Run 1, where the registers sit:
Scale bar: 50 µm.
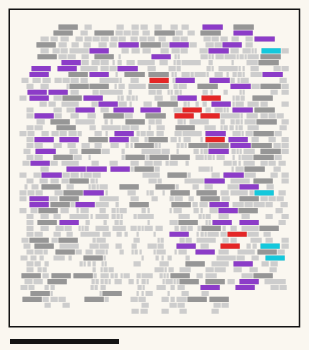
Run 1, logic cells by family:
Scale bar: 50 µm.
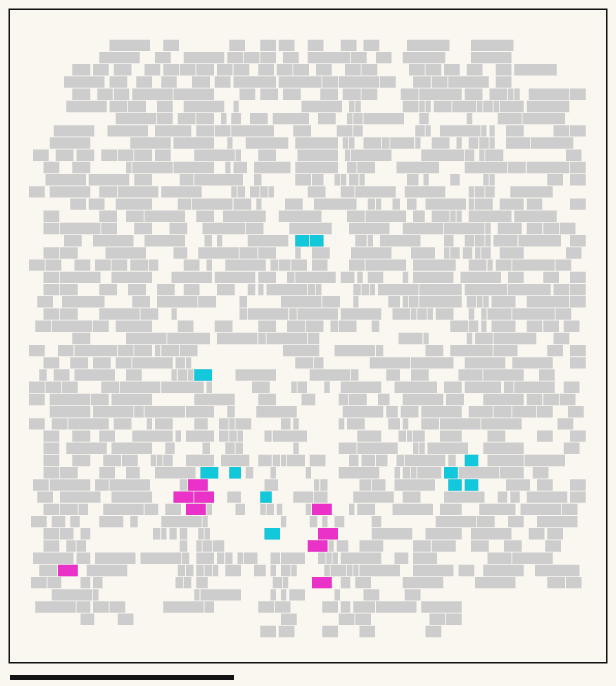
Run 1, cell classes on the final placement:
Scale bar: 50 µm.
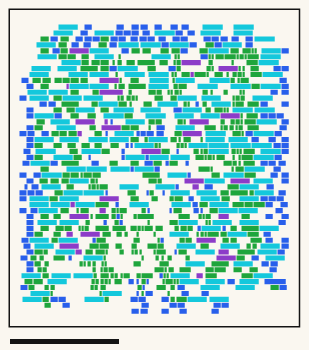
Run 1, routing congestion:
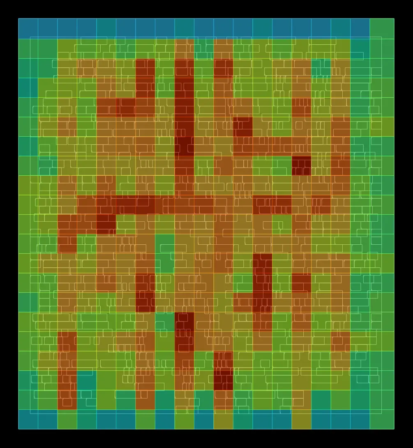
==> config.mk <==
export PLATFORM = sky130hd
export DESIGN_NAME = spi_pwm_regfile
export DESIGN_NICKNAME = d
export VERILOG_FILES = /design/src/rtl/spi_pwm_regfile.sv
export SDC_FILE = /design/constraint.sdc
export NUM_CORES = 1
export LEC_CHECK = 0
export CORE_ASPECT_RATIO = 1.1
export CORE_MARGIN = 4
export CORE_UTILIZATION = 47
export DETAILED_ROUTE_END_ITERATION = 8
export GPL_TIMING_DRIVEN = 0
export PLACE_DENSITY_LB_ADDON = 0.15
export SYNTH_ARGS = -nofsm -noshare
export SYNTH_HDL_FRONTEND = slang
export SYNTH_SLANG_ARGS = --single-unit
==> constraint.sdc <==
create_clock -name clk -period 6.44 [get_ports clk]
set_input_delay 1.932 -clock clk [delete_from_list [all_inputs] [get_ports clk]]
set_output_delay 1.932 -clock clk [all_outputs]
set_load 0.01 [all_outputs]
==> src/rtl/spi_pwm_regfile.sv <==
// spi_pwm_regfile
//   Register file that sits between spi_slave and the PWM array. It decodes a
//   command byte followed by 16-bit little-endian words. Each channel has a
//   freq and a duty_cycle_usec register. Reads and writes burst with channel
//   auto-increment.
//
// Ports
//   clk       system clock, all logic on posedge
//   rst       asynchronous active-high reset
//   ss        SPI select, active low, synchronous to clk
//   rx_avail  spi_slave byte-available flag; a rising edge marks a new byte
//   rx_byte   received byte, sampled in the cycle of the rising edge
//   tx_byte   next byte for miso (registered)
//   freq      per-channel frequency, channel i at [16*i +: 16]
//   duty      per-channel duty in usec, channel i at [16*i +: 16]
//   upd       one-cycle pulse per channel after its register commits
//   err_cnt   saturating count of rejected frames/words
module spi_pwm_regfile #(
  parameter int NUM_CH   = 4,
  parameter int FREQ_RST = 490,
  parameter int DUTY_RST = 1250
) (
  input  logic                   clk,
  input  logic                   rst,
  input  logic                   ss,
  input  logic                   rx_avail,
  input  logic [7:0]             rx_byte,
  output logic [7:0]             tx_byte,
  output logic [16*NUM_CH-1:0]   freq,
  output logic [16*NUM_CH-1:0]   duty,
  output logic [NUM_CH-1:0]      upd,
  output logic [7:0]             err_cnt
);

  typedef enum logic [1:0] {IDLE, LO, HI, DROP} state_t;

  state_t            state, state_next;
  logic              rx_avail_q;
  logic              ev;
  logic [3:0]        ch, ch_next;
  logic              sel, sel_next;
  logic              wr, wr_next;
  logic [7:0]        lo, lo_next;
  logic [7:0]        tx_next;
  logic              err_inc;
  logic [NUM_CH-1:0] commit_freq, commit_duty;
  logic [15:0]       word;
  logic [3:0]        rd_ch;
  logic              rd_sel;
  logic [15:0]       rd_word;

  assign ev   = rx_avail & ~rx_avail_q;
  assign word = {rx_byte, lo};

  // Read address: in IDLE the command byte itself names the channel; in HI
  // the next channel is prefetched so a burst read streams without a gap.
  always_comb begin
    rd_ch  = ch;
    rd_sel = sel;
    if (state == IDLE) begin
      rd_ch  = rx_byte[3:0];
      rd_sel = rx_byte[4];
    end else if (state == HI) begin
      rd_ch = ch + 4'd1;
    end
  end

  // Channels that do not exist read as zero.
  always_comb begin
    rd_word = '0;
    for (int i = 0; i < NUM_CH; i++) begin
      if (rd_ch == 4'(i)) rd_word = rd_sel ? duty[16*i +: 16] : freq[16*i +: 16];
    end
  end

  always_comb begin
    state_next  = state;
    ch_next     = ch;
    sel_next    = sel;
    wr_next     = wr;
    lo_next     = lo;
    tx_next     = tx_byte;
    err_inc     = 1'b0;
    commit_freq = '0;
    commit_duty = '0;
    if (ss) begin
      // Deselect wins over a simultaneous byte and discards any half word.
      state_next = IDLE;
    end else if (ev) begin
      unique case (state)
        IDLE: begin
          if (rx_byte[7:6] != 2'b00) begin
            err_inc    = 1'b1;
            tx_next    = 8'h00;
            state_next = DROP;
          end else begin
            ch_next    = rx_byte[3:0];
            sel_next   = rx_byte[4];
            wr_next    = rx_byte[5];
            tx_next    = rx_byte[5] ? 8'h00 : rd_word[7:0];
            state_next = LO;
          end
        end
        LO: begin
          lo_next    = rx_byte;
          tx_next    = wr ? 8'h00 : rd_word[15:8];
          state_next = HI;
        end
        HI: begin
          ch_next    = ch + 4'd1;
          state_next = LO;
          if (!wr) begin
            tx_next = rd_word[7:0];
          end else begin
            tx_next = 8'h00;
            if (int'(ch) >= NUM_CH) begin
              err_inc = 1'b1;
            end else if (!sel && word == 16'h0000) begin
              err_inc = 1'b1;       // zero frequency is meaningless for the pwm
            end else begin
              for (int i = 0; i < NUM_CH; i++) begin
                if (ch == 4'(i)) begin
                  if (sel) commit_duty[i] = 1'b1;
                  else     commit_freq[i] = 1'b1;
                end
              end
            end
          end
        end
        default: ;                  // DROP: wait for deselect
      endcase
    end
  end

  always_ff @(posedge clk or posedge rst) begin
    if (rst) begin
      state      <= IDLE;
      rx_avail_q <= 1'b0;
      ch         <= 4'd0;
      sel        <= 1'b0;
      wr         <= 1'b0;
      lo         <= 8'h00;
      tx_byte    <= 8'h00;
      upd        <= '0;
      err_cnt    <= 8'h00;
    end else begin
      state      <= state_next;
      rx_avail_q <= rx_avail;
      ch         <= ch_next;
      sel        <= sel_next;
      wr         <= wr_next;
      lo         <= lo_next;
      tx_byte    <= tx_next;
      upd        <= commit_freq | commit_duty;
      if (err_inc && err_cnt != 8'hFF) err_cnt <= err_cnt + 8'd1;
    end
  end

  // Per-channel registers load the whole word in one edge, so the pwm never
  // sees a half-updated value.
  for (genvar gi = 0; gi < NUM_CH; gi++) begin : g_ch
    logic [15:0] freq_q, duty_q;
    always_ff @(posedge clk or posedge rst) begin
      if (rst) begin
        freq_q <= 16'(FREQ_RST);
        duty_q <= 16'(DUTY_RST);
      end else begin
        if (commit_freq[gi]) freq_q <= word;
        if (commit_duty[gi]) duty_q <= word;
      end
    end
    assign freq[16*gi +: 16] = freq_q;
    assign duty[16*gi +: 16] = duty_q;
  end

endmodule
==> reports/qor.csv, run 1 <==
stage;metric;value;unit
drt;drt_iter0_drc;402;
timing;min_period;4.269;ns
synthesis;syn_area;8048;µm²
floorplanning;coreArea;16550;µm²
critical_path;critical_path_depth;7;
synthesis;ys.flops;165;
cts;htree_levels;4;
synthesis;ys_sh_simple;10.45;%
timing;finalSetupTns;0;ns
synthesis;yosysMostFrequentCell;dfrtp_1;
drt;avgRoutedWirePerCell;23.23;µm
timing;fin_crit_sh;66.29;%
synthesis;synthAdderAreaFrac;1.399;%
drt;dr_total_vias;5913;
synthesis;ys_seq_share;51.99;%
critical_path;r2r-end;tx_byte[5];
power;pwr-share-clk;38.4;%
outcome;status;finished, final reports clean;
cts;cts_resized;0;
power;p_leak;4.646;nW
synthesis;top_area_share;37.62;%
finish;drive_gt1_share;32.32;%
timing;finalHoldViolCount;0;
critical_path;slowest_stage;nor3_2;
finish;synthToLayoutAreaGrowth;30.44;%
power;ir_drop;202.4;µV
cts;clock_latency;0.43;ns
drt;drt-pass1-iter-count;5;
critical_path;worstPathMaxFanout;10;
grt;grt-ovfl-total;0;
grt;antenna_found_initial;1;
power;p_int;1.839;mW
grt;grt_pass1_wl;36740;µm
finish;antenna_cells;0;
grt;grt_util_all_layers;24.92;%
critical_path;cpPeakStageDelay;0.79;ns
critical_path;ff2ff_setup_slack;3.17;ns
synthesis;common_cells;dfrtp_1, mux2_2, nand2_1, dfstp_2, mux2_4;
power;swShare;29.10;%
run;drv_cap;0;
critical_path;crit_type;primary input to flip-flop;
synthesis;synthCells;633;
critical_path;startpoint;rx_avail;
critical_path;arrival;4.58;ns
timing;finalMaxSlewViolations;0;
cts;clock-sinks;165;
cts;cts_setup_buffers;0;
cts;cts-buffers-inserted;17;
cts;holdBufCountCts;0;
run;warning_count;34;
synthesis;synthFlopType;dfrtp_1;
placed_design;dp_cells;996;
timing;relSlewSlack;36.06;%
critical_path;end_kind;flip-flop;
critical_path;path_cells;clkdlybuf4s50_1, nand2b_4, or2_0, buf_2, nor3_2, buf_2, mux2_2;
timing;worst_clock_skew;0.006248;ns
power;p_sw;0.7549;mW
grt;grt_max_degree;127;
synthesis;synth-edff-count;0;
synthesis;ys_types;63;
synthesis;ys_warn_count;0;
critical_path;r2r_start;state[0];
synthesis;ys_sh_aoi;6.017;%
timing;finalSetupViolCount;0;
critical_path;path_buffers;3;
critical_path;critical_path_required;6.75;ns
drt;drc;0;
Back to the opening pictures, 'where the registers sit':
- `g_ch.duty_q`: purple (placed flops 64)
- `upd`: cyan (placed flops 4)
- `tx_byte`: red (placed flops 8)
- not colored: 89

Back to the opening pictures, 'logic cells by family':
- adder and majority cells: magenta (cells 9)
- AND-OR and OR-AND gates: cyan (cells 11)

Back to the opening pictures, 'cell classes on the final placement':
- other buffers and delay cells: blue (cells 207)
- flops: cyan (cells 165)
- clock drivers and dummy loads: purple (cells 31)
- combinational and other logic: green (cells 420)

Back to the opening pictures, 'routing congestion':
met3 track demand over resource: 5.506%
met2 Usage GRT: 40.63%
GRT busiest layer: met2
final core occ: 63.42%

## run 1: power by group through the flow
stage	Sequential, mW	Clock [mW]	Combinational [mW]
6_report	1.14	0.997	0.457
5_1_grt	1.15	1.05	0.493
4_1_cts	1.14	1.01	0.457
3_5_place_dp	1.16	0	0.457
3_3_place_gp	1.16	0	0.445
2_1_floorplan	1.16	0	0.283
## run 1: cell usage in the layout, fill, tap and decap left out, drive strengths merged, types with 5 or more instances in the layout
cell type,n
clkdlybuf4s50,158
mux2,134
dfrtp,121
nand2,83
dfstp,44
clkbuf,37
buf,33
mux2i,23
and3,20
a31oi,13
nor2,13
inv,12
nand3,12
o21ai,11
mux4,10
ha,9
a21oi,8
xnor2,7
nor4,6
clkinv,6
o221ai,5
o211ai,5
nand4,5
## run 1: metrics by stage
step / util, % / worst slack [ns] / hold slack (ns) / power (mW) / area (µm²)
after detailed placement: 59.92 / 1.670 / 0.4933 / 1.614 / 9920
after global placement: 59.71 / -1.925 / 0.4787 / 1.600 / 9884
final: 63.42 / 2.171 / 0.5041 / 2.594 / 10500
after floorplan: - / 0.1191 / 0.5171 / 1.439 / 8048
after global routing: 63.42 / 2.069 / 0.5144 / 2.691 / 10500
after CTS: 63.42 / 2.129 / 0.5075 / 2.608 / 10500
## run 1: how the worst min path moves through the flow
stage          depth (start not counted)  slack [ns]          to  startpoint
6_report                               1        0.50  err_cnt[4]  err_cnt[4]
3_5_place_dp                           1        0.49  err_cnt[6]  err_cnt[6]
2_1_floorplan                          2        0.52  tx_byte[0]  tx_byte[0]
4_1_cts                                1        0.51  err_cnt[6]  err_cnt[6]
3_3_place_gp                           1        0.48  err_cnt[4]  err_cnt[4]
5_1_grt                                1        0.51  err_cnt[6]  err_cnt[6]
## run 1: state kept, by name, indices dropped and copies added (netlist names)
| register | flops |
|---|---|
| ch | 4 |
| err_cnt | 8 |
| g_ch.duty_q | 64 |
| g_ch.freq_q | 64 |
| lo | 8 |
| rx_avail_q | 1 |
| sel | 1 |
| state | 2 |
| tx_byte | 8 |
| upd | 4 |
| wr | 1 |
## run 1: area by class of cell
type | instances | area (µm²)
plain buffers | 48 | 260.3
clock buffers | 21 | 481.7
clock inverters | 10 | 96.34
fillers | 1334 | 6056
inverters | 9 | 41.29
multi-input cells | 411 | 3570
flip-flops and latches | 165 | 4184
well taps | 204 | 255.2
repair buffers | 159 | 1609
## run 1: routing by layer
layer  global-route usage [%]  part of all wire (%)  vias to the layer above
met1                    33.08                    44                     2970
li1                         -                     -                     2647
met4                    8.472                   2.4                        2
met3                    5.506                   6.2                       44
met2                    40.63                    48                      250
met5                        0                 0.054                        -
## run 1: cells by family (layout without fill, tap and decap cells)
family	Yosys count	in the layout
adders and majority gates	9	9
muxes	167	167
buffers and inverters	57	247
xor gates and xnor gates	8	8
AOI/OAI and AO/OA	67	67
DFF	165	165
and+or+nand+nor	160	160
Run 1, cell sizes after repair:
Scale bar: 50 µm.
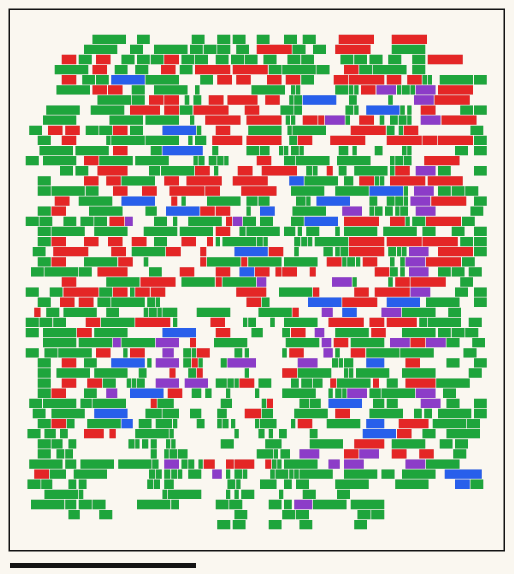

--- run 2 (diff from run 1) ---
- clock period: 6.44 -> 3.65 ns (I/O delays scaled with it)
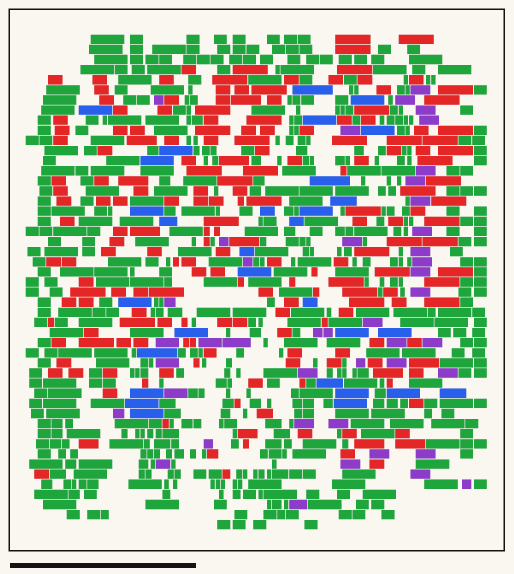
Run 2: cell sizes after repair
Scale bar: 50 µm.
- _2 cells: red (cells 191; most used mux2_2)
- _3 and _4 cells: purple (cells 43; most used mux2_4)
- _6 and larger: blue (cells 30; most used clkbuf_16)
- _0 and _1 cells: green (cells 562; most used clkdlybuf4s50_1)

==> run 2 against run 1 <==
Compared with the run above: synthesized area stayed put; clock power is 92% higher; die size stayed put; combinational power is 78% higher; critical path depth stayed put; first-iteration DRC count is 10% lower; non-clock buffer count is 2 higher; synthesized cell count stayed put; total power is 83% higher; critical endpoint is now g_ch[0].duty_q[4]; largest power group unchanged.
==> reports/qor.csv, run 2 <==
stage;metric;value;unit;change
drt;drc;0;;unchanged
cts;holdBufCountCts;0;;unchanged
synthesis;synthFlopType;dfrtp_1;;
drt;dr_total_vias;5972;;+1.0%
placed_design;port_buffers;158;;
grt;grt_pass1_wl;37430;µm;+1.9%
power;p_int;3.413;mW;+86%
synthesis;top_area_share;37.62;%;unchanged
synthesis;ys_seq_share;51.99;%;unchanged
run;warning_count;32;;-5.9%
drt;avgRoutedWirePerCell;23.24;µm;about the same
synthesis;fp_nets;654;;
critical_path;ff2ff_setup_slack;0.49;ns;-2.68 ns
timing;fin_crit_sh;95.02;%;
floorplanning;coreArea;16550;µm²;unchanged
finish;stdcell_area;10580;µm²;+0.74%
critical_path;r2r_start;state[1];;
cts;clock-sinks;165;;unchanged
synthesis;ys.flops;165;;unchanged
worst_hold_path;hold_depth;1;;unchanged
critical_path;worstPathMaxFanout;10;;unchanged
timing;worst_clock_skew;0.009453;ns;+0.003204 ns
finish;drive_gt1_share;31.96;%;-0.36 points
power;swShare;27.94;%;-1.2 points
timing;relSlewSlack;30.88;%;-5.2 points
critical_path;r2r-end;tx_byte[5];;
critical_path;critical_path_required;3.96;ns;-2.79 ns
synthesis;ys_warn_count;0;;unchanged
power;seq_power_share;42.5;%;
placed_design;place_area;9948;µm²;+0.29%
finish;synthToLayoutAreaGrowth;31.40;%;
timing;min_period;3.468;ns;
critical_path;arrival;3.78;ns;-0.80 ns
timing;finalMaxSlewViolations;0;;unchanged
synthesis;common_cells;dfrtp_1, mux2_2, nand2_1, dfstp_2, mux2_4;;
cts;clock_latency;0.43;ns;about the same
floorplanning;die_area;19280;µm²;
cts;cts_setup_buffers;0;;unchanged
grt;grt_max_degree;46;;-64%
synthesis;synthCells;633;;unchanged
power;p_leak;4.665;nW;+0.42%
synthesis;ys_types;63;;unchanged
drt;drt-pass1-iter-count;5;;unchanged
critical_path;crit_type;primary input to flip-flop;;
timing;whs;0.4992;ns;-0.004931 ns
grt;grt-ovfl-total;0;;unchanged
timing;finalSetupViolCount;0;;unchanged
grt;grt_util_all_layers;25.21;%;+0.29 points
grt;antenna_found_initial;0;;-1
worst_hold_path;min_from;err_cnt[4];;
synthesis;synth-edff-count;0;;unchanged
critical_path;end_kind;flip-flop;;
power;pwr-share-clk;40.3;%;+1.9 points
finish;top_regs;g_ch.duty_q: 64 flops, g_ch.freq_q: 64 flops;;
outcome;status;finished, final reports clean;;
synthesis;syn_area;8048;µm²;unchanged
cts;cts-buffers-inserted;17;;unchanged
run;drv_cap;0;;unchanged
placed_design;dp_cells;998;;+0.20%
finish;antenna_cells;0;;unchanged
drt;drt_iter0_drc;360;;-10%
power;p_sw;1.324;mW;+75%
finish;layout.cells.most_common;clkdlybuf4s50_1;;
cts;htree_levels;4;;unchanged
timing;finalHoldViolCount;0;;unchanged
## run 2: worst max path at each step
| stage | startpoint | end | slack (ns) | cells past startpoint |
|---|---|---|---|---|
| after floorplan | rst | ch[0] | 0.49 | 1 |
| after CTS | rx_avail | g_ch[0].duty_q[4] | 0.19 | 7 |
| after detailed placement | rx_avail | g_ch[0].duty_q[3] | -0.25 | 7 |
| after global placement | rst | g_ch[0].duty_q[13] | -0.79 | 2 |
| after global routing | rx_byte[4] | tx_byte[3] | 0.06 | 8 |
| final | rx_avail | g_ch[0].duty_q[4] | 0.18 | 7 |
## run 2: cells by family after synthesis
| group | after synthesis | synth area share [%] |
|---|---|---|
| compound gates | 67 | 6.017 |
| mux | 167 | 25.62 |
| xor+xnor | 8 | 0.8707 |
| flops | 165 | 51.99 |
| fa+ha+maj | 9 | 1.399 |
| simple gates | 160 | 10.45 |
| buf+inv | 57 | 3.654 |
## run 2: stage by stage
| stage | setup WS, ns | TNS [ns] | total power [mW] | util (%) |
|---|---|---|---|---|
| after floorplan | 0.4921 | 0 | 2.540 | - |
| after global placement | -0.7898 | -98.87 | 2.824 | 59.74 |
| after detailed placement | -0.2541 | -3.383 | 2.848 | 60.10 |
| after CTS | 0.1903 | 0 | 4.743 | 63.89 |
| after global routing | 0.06039 | 0 | 4.899 | 63.89 |
| final | 0.1817 | 0 | 4.737 | 63.89 |
## run 2: layout make-up
cell class / instances / area, µm²
Tap cell: 204 / 255.2
Inverter: 9 / 37.54
Sequential cell: 165 / 4184
Fill cell: 1295 / 5978
Clock buffer: 26 / 511.7
Clock inverter: 6 / 115.1
Buffer: 48 / 260.3
Timing Repair Buffer: 161 / 1642
Multi-Input combinational cell: 411 / 3570
## run 2: critical path, cell delays in order
cell             delay [ns]
clkdlybuf4s50_1        0.52
nand2b_4               0.08
or2_0                  0.20
buf_2                  0.19
nor3_2                 0.82
buf_2                  0.48
mux2_2                 0.39
## run 2: power by group through the flow
| stage | Clock (mW) | Combinational (mW) | Sequential (mW) |
|---|---|---|---|
| after floorplan | 0 | 0.499 | 2.04 |
| after global placement | 0 | 0.785 | 2.04 |
| after detailed placement | 0 | 0.804 | 2.04 |
| after CTS | 1.92 | 0.808 | 2.01 |
| after global routing | 2.00 | 0.877 | 2.03 |
| final | 1.91 | 0.812 | 2.01 |
## run 2: per-layer routing
metal,vias to the layer above,part of all wire [%],GRT usage (%)
met5,-,0,0
li1,2644,-,-
met2,239,49,41.42
met3,36,6.0,4.917
met1,3053,43,34.07
met4,0,2.1,7.588
--- run 3 (diff from run 2) ---
- CAP_MARGIN: unset -> 20
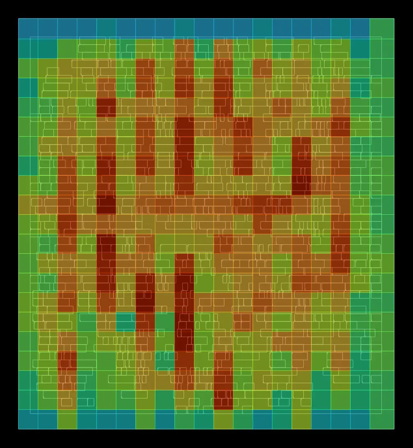
Run 3: routing congestion
WL per Instance: 23.24 µm
final core occ: 63.89%
met3 track demand over resource: 4.917%

==> run 3 against run 2 <==
Compared with the run above: sequential cell count unchanged; synthesized cell count unchanged; first-iteration DRC count unchanged; utilization stayed put; largest power group unchanged.
==> reports/qor.csv, run 3 <==
stage;metric;value;unit;change
floorplanning;die_area;19280;µm²;unchanged
drt;ant_nets;0;;
synthesis;synth-edff-count;0;;unchanged
run;warning_count;32;;unchanged
finish;comb_area;3570;µm²;unchanged
cts;clock-sinks;165;;unchanged
power;seq_power_share;42.5;%;about the same
timing;fin_crit_sh;95.02;%;unchanged
cts;holdBufCountCts;0;;unchanged
grt;grt_pass1_wl;37430;µm;unchanged
grt;antenna_found_initial;0;;unchanged
critical_path;ff2ff_setup_slack;0.49;ns;about the same
synthesis;ys_warn_count;0;;unchanged
grt;grt_max_degree;46;;unchanged
critical_path;end_kind;flip-flop;;
drt;drc;0;;unchanged
grt;grt-ovfl-total;0;;unchanged
synthesis;synthArstFlopShare;100.0;%;
finish;fillCellCount;1295;;unchanged
synthesis;top_cells_by_area;dfrtp_1, mux2_2, dfstp_2;;
critical_path;path_buffers;3;;unchanged
drt;drt-pass1-iter-count;5;;unchanged
critical_path;critical_path_required;3.96;ns;about the same
synthesis;ys_types;63;;unchanged
synthesis;syn_area;8048;µm²;unchanged
critical_path;slowest_stage;nor3_2;;
power;p_sw;1.324;mW;unchanged
critical_path;reg2reg_depth;10;;
critical_path;crit_path_frequent_cell;buf_2;;
finish;layout.cells.most_common;clkdlybuf4s50_1;;
critical_path;crit_family;buffers and inverters;;
power;p_int;3.413;mW;unchanged
power;ir_drop;362.6;µV;
timing;relSlewSlack;30.88;%;unchanged
synthesis;synthFlopType;dfrtp_1;;
synthesis;fp_nets;654;;unchanged
finish;top_regs;g_ch.duty_q: 64 flops, g_ch.freq_q: 64 flops;;
finish;antenna_cells;0;;unchanged
synthesis;ys.flops;165;;unchanged
finish;stdcell_area;10580;µm²;unchanged
synthesis;synthCells;633;;unchanged
floorplanning;fp_util;48.62;%;
timing;min_period;3.468;ns;unchanged
power;p_leak;4.665;nW;unchanged
finish;final_cells;1030;;
drt;drt_iter0_drc;360;;unchanged
placed_design;dp_cells;998;;unchanged
timing;rsz0062_at_grt;false;;
cts;clock-root-buffer;clkbuf_16;;
run;drv_cap;0;;unchanged
floorplanning;die_w;132.8;µm;
grt;grt_util_all_layers;25.21;%;unchanged
finish;drive_gt1_share;31.96;%;unchanged
timing;finalMaxSlewViolations;0;;unchanged
floorplanning;coreArea;16550;µm²;unchanged
cts;cts_resized;0;;
power;swShare;27.94;%;unchanged
outcome;status;finished, final reports clean;;
timing;finalHoldViolCount;0;;unchanged
finish;lay_top_cells;clkdlybuf4s50_1, dfrtp_1, mux2_2;;
timing;finalSetupViolCount;0;;unchanged
timing;fmax;288.3;MHz;
finish;synthToLayoutAreaGrowth;31.40;%;unchanged
synthesis;top_area_share;37.62;%;unchanged
worst_hold_path;hold_depth;1;;unchanged
power;p_comb_share;17.1;%;
drt;routed_wl;23940;µm;
critical_path;path_cells;clkdlybuf4s50_1, nand2b_4, or2_0, buf_2, nor3_2, buf_2, mux2_2;;
power;pwr-share-clk;40.3;%;about the same
critical_path;worstPathMaxFanout;10;;unchanged
placed_design;port_buffers;158;;unchanged
finish;flop_area;4184;µm²;unchanged
synthesis;common_cells;dfrtp_1, mux2_2, nand2_1, dfstp_2, mux2_4;;
synthesis;ys_area;8048;µm²;
timing;tightestPinTransition;1.033;ns;
cts;cts_setup_buffers;0;;unchanged
synthesis;ys_seq_share;51.99;%;unchanged
critical_path;critical_path_depth;7;;unchanged
cts;cts-buffers-inserted;17;;unchanged
timing;worst_clock_skew;0.009453;ns;unchanged
cts;htree_levels;4;;unchanged
drt;dr_total_vias;5972;;unchanged
timing;finalSetupTns;0;ns;unchanged
cts;clock_latency;0.43;ns;about the same
critical_path;crit_type;primary input to flip-flop;;
power;p_per_area;447.9;nW/µm²;
placed_design;place_area;9948;µm²;unchanged
synthesis;top_area_cell;dfrtp_1;;
critical_path;arrival;3.78;ns;about the same
critical_path;cpPeakStageDelay;0.82;ns;about the same
[run 3: area by class of cell]
type	instances	share of cell area [%]
tap	204	2.414
multi-input combinational	411	33.76
buffer	48	2.461
clock buffer	26	4.839
inverter	9	0.3549
sequential	165	39.56
timing repair buffer	161	15.52
clock inverter	6	1.089
[run 3: power groups by stage]
stage / Combinational [mW] / Sequential, mW / Clock [mW]
2_1_floorplan: 0.499 / 2.04 / 0
3_3_place_gp: 0.785 / 2.04 / 0
3_5_place_dp: 0.804 / 2.04 / 0
4_1_cts: 0.808 / 2.01 / 1.92
5_1_grt: 0.877 / 2.03 / 2.00
6_report: 0.812 / 2.01 / 1.91
[run 3: logic make-up after synthesis]
family                     synth area share [%]
xor gates and xnor gates                 0.8707
DFF                                       51.99
AOI/OAI and AO/OA                         6.017
muxes                                     25.62
adders and majority gates                 1.399
buffers and inverters                     3.654
and+or+nand+nor                           10.45
[run 3: routing by layer]
metal | vias to the layer above | track usage (%) | wire (µm)
li1 | 2644 | - | -
met1 | 3053 | 34.07 | 10360
met2 | 239 | 41.42 | 11650
met3 | 36 | 4.917 | 1430
met4 | 0 | 7.588 | 495
met5 | - | 0 | 0
[run 3: final timing paths]
kind	to	start
setup / recovery	g_ch[0].duty_q[4]	rx_avail
hold / removal	err_cnt[4]	err_cnt[4]
setup reg to reg	tx_byte[5]	state[1]
hold reg to reg	err_cnt[4]	err_cnt[4]
max in group asynchronous	g_ch[0].duty_q[7]	rst
min in group asynchronous	g_ch[2].freq_q[2]	rst
[run 3: through the flow]
stage / hold slack, ns / utilization [%] / setup WS [ns] / power, mW
after detailed placement: 0.4926 / 60.10 / -0.2541 / 2.848
after global placement: 0.4787 / 59.74 / -0.7898 / 2.824
after global routing: 0.5135 / 63.89 / 0.06039 / 4.899
after CTS: 0.5061 / 63.89 / 0.1903 / 4.743
final: 0.4992 / 63.89 / 0.1817 / 4.737
after floorplan: 0.5171 / - / 0.4921 / 2.540
Power is estimated from default activity; no workload was simulated.
